Figure 1. Floorplan with the power grid.
Drawn at 3 px/µm. Pins as bars on the die edge.
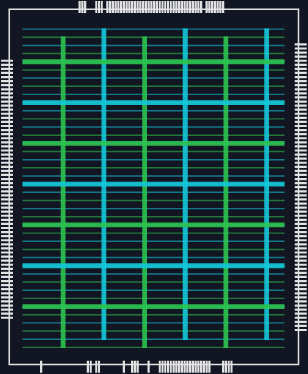
Figure 2. Placed cells, one color a class.
Drawn at 2 px/µm. Fill, decap, tap and diode cells in gray.
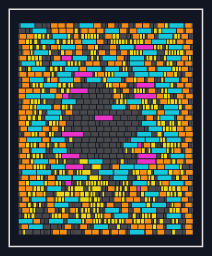
Figure 3. Clock network drawn from the DEF.
Drawn at 4 px/µm.
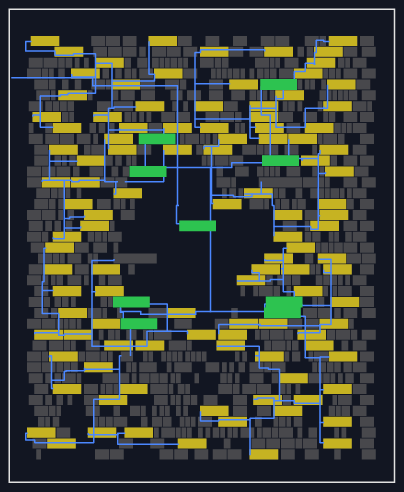
==> config.mk <==
export PLATFORM = sky130hd
export DESIGN_NAME = apb4_cmd_master
export DESIGN_NICKNAME = d
export VERILOG_FILES = /design/src/rtl/apb4_cmd_master.sv
export SDC_FILE = /design/constraint.sdc
export NUM_CORES = 1
export LEC_CHECK = 0
export ABC_AREA = 1
export CAP_MARGIN = 10
export CORE_ASPECT_RATIO = 1.25
export CORE_MARGIN = 4
export CORE_UTILIZATION = 42
export DETAILED_ROUTE_END_ITERATION = 10
export PLACE_DENSITY = 0.85
export SLEW_MARGIN = 20
export SYNTH_ARGS = -nofsm -noshare
export SYNTH_HDL_FRONTEND = slang
export SYNTH_SLANG_ARGS = --single-unit
==> constraint.sdc <==
create_clock -name clk_i -period 3.9 [get_ports clk_i]
set_clock_uncertainty 0.1 [all_clocks]
set_input_delay 0.78 -clock clk_i [delete_from_list [all_inputs] [get_ports clk_i]]
set_output_delay 0.78 -clock clk_i [all_outputs]
set_load 0.05 [all_outputs]
==> src/rtl/apb4_cmd_master.sv <==
// APB4 initiator: one valid/ready command becomes one APB4 transfer with a valid/ready response.
// Optional ACCESS-phase timeout is compiled in with `define APB4_MST_TIMEOUT_EN.
module apb4_cmd_master #(
   parameter int unsigned ADDR_WIDTH    = 32,
   parameter int unsigned DATA_WIDTH    = 32,
   parameter int unsigned TIMEOUT_WIDTH = 8
) (
   input  logic                      clk_i,
   input  logic                      rst_i,
   input  logic                      cmd_valid_i,
   output logic                      cmd_ready_o,
   input  logic                      cmd_write_i,
   input  logic [ADDR_WIDTH-1:0]     cmd_addr_i,
   input  logic [DATA_WIDTH-1:0]     cmd_wdata_i,
   input  logic [DATA_WIDTH/8-1:0]   cmd_strb_i,
   output logic                      rsp_valid_o,
   input  logic                      rsp_ready_i,
   output logic [DATA_WIDTH-1:0]     rsp_rdata_o,
   output logic                      rsp_err_o,
`ifdef APB4_MST_TIMEOUT_EN
   output logic                      rsp_timeout_o,
   input  logic [TIMEOUT_WIDTH-1:0]  cfg_timeout_i,
`endif
   output logic                      psel_o,
   output logic                      penable_o,
   output logic                      pwrite_o,
   output logic [ADDR_WIDTH-1:0]     paddr_o,
   output logic [DATA_WIDTH-1:0]     pwdata_o,
   output logic [DATA_WIDTH/8-1:0]   pstrb_o,
   output logic [2:0]                pprot_o,
   input  logic [DATA_WIDTH-1:0]     prdata_i,
   input  logic                      pready_i,
   input  logic                      pslverr_i
);

   localparam int unsigned STRB_WIDTH = DATA_WIDTH / 8;

   if ((DATA_WIDTH % 8 != 0) || (TIMEOUT_WIDTH == 0)) begin : g_bad_cfg
      $error("apb4_cmd_master: DATA_WIDTH must be a multiple of 8 and TIMEOUT_WIDTH nonzero");
   end

   typedef enum logic [1:0] {
      ST_IDLE,
      ST_SETUP,
      ST_ACCESS,
      ST_RESP
   } state_t;

   state_t                  state, state_nxt;
   logic                    psel_nxt, penable_nxt, pwrite_nxt;
   logic [ADDR_WIDTH-1:0]   paddr_nxt;
   logic [DATA_WIDTH-1:0]   pwdata_nxt;
   logic [STRB_WIDTH-1:0]   pstrb_nxt;
   logic                    rsp_valid_nxt, rsp_err_nxt;
   logic [DATA_WIDTH-1:0]   rsp_rdata_nxt;

`ifdef APB4_MST_TIMEOUT_EN
   localparam logic [TIMEOUT_WIDTH-1:0] TO_ONE = {{(TIMEOUT_WIDTH-1){1'b0}}, 1'b1};
   logic [TIMEOUT_WIDTH-1:0] wait_cnt, wait_cnt_nxt;
   logic                     rsp_timeout_nxt;
   logic                     timeout_hit;

   // Abort on the cfg_timeout_i-th ACCESS cycle that still sees no pready.
   assign timeout_hit = (cfg_timeout_i != '0) && (wait_cnt == cfg_timeout_i - TO_ONE);
`endif

   assign cmd_ready_o = (state == ST_IDLE);
   assign pprot_o     = 3'b000;

   always_comb begin
      state_nxt     = state;
      psel_nxt      = psel_o;
      penable_nxt   = penable_o;
      pwrite_nxt    = pwrite_o;
      paddr_nxt     = paddr_o;
      pwdata_nxt    = pwdata_o;
      pstrb_nxt     = pstrb_o;
      rsp_valid_nxt = rsp_valid_o;
      rsp_err_nxt   = rsp_err_o;
      rsp_rdata_nxt = rsp_rdata_o;
`ifdef APB4_MST_TIMEOUT_EN
      wait_cnt_nxt    = wait_cnt;
      rsp_timeout_nxt = rsp_timeout_o;
`endif
      unique case (state)
         ST_IDLE: begin
            if (cmd_valid_i) begin
               paddr_nxt   = cmd_addr_i;
               pwrite_nxt  = cmd_write_i;
               pwdata_nxt  = cmd_wdata_i;
               pstrb_nxt   = cmd_write_i ? cmd_strb_i : '0;
               psel_nxt    = 1'b1;
               penable_nxt = 1'b0;
               state_nxt   = ST_SETUP;
            end
         end
         ST_SETUP: begin
            penable_nxt = 1'b1;
`ifdef APB4_MST_TIMEOUT_EN
            wait_cnt_nxt = '0;
`endif
            state_nxt = ST_ACCESS;
         end
         ST_ACCESS: begin
            if (pready_i) begin
               psel_nxt      = 1'b0;
               penable_nxt   = 1'b0;
               rsp_valid_nxt = 1'b1;
               rsp_rdata_nxt = pwrite_o ? '0 : prdata_i;
               rsp_err_nxt   = pslverr_i;
`ifdef APB4_MST_TIMEOUT_EN
               rsp_timeout_nxt = 1'b0;
`endif
               state_nxt     = ST_RESP;
            end
`ifdef APB4_MST_TIMEOUT_EN
            else if (timeout_hit) begin
               psel_nxt        = 1'b0;
               penable_nxt     = 1'b0;
               rsp_valid_nxt   = 1'b1;
               rsp_rdata_nxt   = '0;
               rsp_err_nxt     = 1'b1;
               rsp_timeout_nxt = 1'b1;
               state_nxt       = ST_RESP;
            end else if (wait_cnt != '1) begin
               wait_cnt_nxt = wait_cnt + TO_ONE;
            end
`endif
         end
         ST_RESP: begin
            if (rsp_ready_i) begin
               rsp_valid_nxt = 1'b0;
               state_nxt     = ST_IDLE;
            end
         end
         default: state_nxt = ST_IDLE;
      endcase
   end

   always_ff @(posedge clk_i) begin
      if (rst_i) begin
         state       <= ST_IDLE;
         psel_o      <= 1'b0;
         penable_o   <= 1'b0;
         pwrite_o    <= 1'b0;
         paddr_o     <= '0;
         pwdata_o    <= '0;
         pstrb_o     <= '0;
         rsp_valid_o <= 1'b0;
         rsp_err_o   <= 1'b0;
         rsp_rdata_o <= '0;
`ifdef APB4_MST_TIMEOUT_EN
         wait_cnt      <= '0;
         rsp_timeout_o <= 1'b0;
`endif
      end else begin
         state       <= state_nxt;
         psel_o      <= psel_nxt;
         penable_o   <= penable_nxt;
         pwrite_o    <= pwrite_nxt;
         paddr_o     <= paddr_nxt;
         pwdata_o    <= pwdata_nxt;
         pstrb_o     <= pstrb_nxt;
         rsp_valid_o <= rsp_valid_nxt;
         rsp_err_o   <= rsp_err_nxt;
         rsp_rdata_o <= rsp_rdata_nxt;
`ifdef APB4_MST_TIMEOUT_EN
         wait_cnt      <= wait_cnt_nxt;
         rsp_timeout_o <= rsp_timeout_nxt;
`endif
      end
   end

endmodule

==> out/results.tsv <==
metric	value	unit
# diodes	0	
number of max-cap violations	0	
Nets	811	
Synth Warn #	0	
Area growth syn-to-layout	58.80	%
Setup Fix Bufs, Post-CTS	0	
dominant logic cell type in the layout	clkdlybuf4s50_1	
Log Warnings	32	
Finished Layout Cells	825	
CP max FO	5	
num rows	39	
Synth Seq Share	0.5279	
DP HPWL	8638	µm
final setup vio count	0	
Max Slew Vio Count	0	
unrepaired setup endpoints after global routing	no	
post-CTS resize count	0	
Hold Path Origin	psel_o$_SDFFE_PP0P_	
Design Area, Final	6444	µm²
port bufs	212	
yosys stat area	4058	µm²
Mapped Area	4058	µm²
Max Root-Sink Buffers	2	
Switching Share	0.4332	
P per Cell Area	730.6	nW/µm²
Yosys cell types	23	
die area	11310	µm²
Int Power	2.668	mW
crit path DAT	1880	ps
vias per inst	4.922	
worst slew pin tran	964.2	ps
worst setup margin	1142	ps
Min Clock Period, post-route	2758	ps
Num CTS Buffers	9	
CTS tree	done	
Area after DPL	6117	µm²
aggregate global routing overflow	0	
status	finished clean	
R2R cell count	6	
clk sinks	107	
DR WL/cell	14.47	µm
Critical R2R Capture	paddr_o[16]$_SDFFE_PP0P_	
Max Freq	0.3626	GHz
fraction of layout cells with a size suffix above 1	0.06695	
Leakage	2.449	nW
DR vias	4061	
yosys cell count	505	
DP Cell Count	809	
cell count after synthesis	505	
power share of the combinational group	0.476	
CP Class	reg -> out	
RD Place Congestion	0.7327	
max_slew headroom	0.3565	
clk root buf	clkbuf_16	
number of global-route vias before repair	3868	
remaining routing DRC violations	0	
initial antenna violation count	0	
total negative slack	0	ps
Reg2Reg Launch Point	state[0]$_SDFFE_PP0P_	
sequential share of power	0.316	
CP Data Required Time	3020	ps
Notes on Figure 1 above:
green -> VSS
cyan -> VDD
met1 rails = 40
met5 straps = 7
rows = 39
DIE WIDTH: 95.92 µm
core area: 9271 µm²
Worst VDD drop: 0.2880 mV
Vert. Die Dim: 117.9 µm

Notes on Figure 2 above:
orange -> remaining buffers and delay cells  # cells 216
yellow -> combinational and other logic  # cells 363
magenta -> clock drivers and dummy loads  # cells 16
cyan -> sequential cells  # cells 107

Notes on Figure 3 above:
green -> clock drivers  # count 9
yellow -> flip-flops  # count 107
blue -> clock wires  # length 1170 µm
flops lie = widely spread

[power by group through the flow]
stage	clock [mW]	combinational [mW]	sequential (mW)
6_report	0.977	2.24	1.49
5_1_grt	1.04	2.40	1.52
4_1_cts	0.998	2.26	1.49
3_5_place_dp	0	2.25	1.51
3_3_place_gp	0	2.21	1.50
2_1_floorplan	0	0.778	2.32
[state kept, by name, summed over array words and instances (netlist names)]
register,count
pstrb_o,4
state,2
paddr_o,32
rsp_valid_o,1
pwrite_o,1
psel_o,1
rsp_rdata_o,32
pwdata_o,32
rsp_err_o,1
penable_o,1
[how the worst max path moves through the flow]
| stage | from | end | slack [ps] |
|---|---|---|---|
| 2_1_floorplan | state[0]$_SDFFE_PP0P_ | cmd_ready_o | 2070 |
| 3_3_place_gp | rst_i | pwdata_o[3]$_SDFFE_PP0P_ | 990 |
| 3_5_place_dp | rst_i | paddr_o[2]$_SDFFE_PP0P_ | 910 |
| 4_1_cts | state[0]$_SDFFE_PP0P_ | cmd_ready_o | 1110 |
| 5_1_grt | rst_i | paddr_o[2]$_SDFFE_PP0P_ | 1000 |
| 6_report | state[0]$_SDFFE_PP0P_ | cmd_ready_o | 1140 |
[synthesized netlist by cell type]
master    count  area share
nand2_2       2      0.0031
o21ai_1       8      0.0099
buf_4         7       0.013
inv_1        12       0.011
or2_2         1      0.0015
o21a_1        1      0.0019
nor2_4        1      0.0028
ha_1          7       0.022
inv_2         2      0.0019
clkinv_2      1      0.0012
nand2_1      55       0.051
buf_2         9       0.011
o21ai_0      58       0.072
dfxtp_1     107        0.53
nor2_1      120        0.11
buf_6         6       0.017
buf_12        2      0.0099
nand3b_1      1      0.0019
a21oi_1      37       0.046
clkbuf_1     13       0.012
nand3_1      34       0.042
nor2_2       20       0.031
conb_1        1     0.00092
[critical path: stages (launching register included)]
cell and delay (ps):
dfxtp_1 340, inv_1 160, ha_1 230, clkdlybuf4s50_1 820
[area by class of cell]
cell class | count | area [µm²]
inverters | 15 | 57.56
fillers | 746 | 2828
flip-flops and latches | 107 | 2142
clock buffers | 10 | 239.0
well taps | 123 | 153.9
multi-input cells | 348 | 1612
repair buffers | 216 | 2152
clock inverters | 6 | 87.58
[cells by family after synthesis]
family	after synthesis	share of synthesized area
AND/OR/NAND/NOR	234	0.2439
other	1	0.0009242
adder cells (fa/ha/maj)	7	0.02158
flip-flops	107	0.5279
buffers and inverters	52	0.07678
AND-OR/OR-AND	104	0.1289
[per-layer routing]
layer / GRT usage / wire length [µm] / vias up / part of all wire
li1: - / - / 1998 / -
met1: 0.2183 / 4459 / 1863 / 0.37
met2: 0.3654 / 6000 / 187 / 0.50
met3: 0.07609 / 1298 / 13 / 0.11
met4: 0.05516 / 178 / 0 / 0.015
met5: 0 / 0 / - / 0
Power and IR drop assume default switching activity.
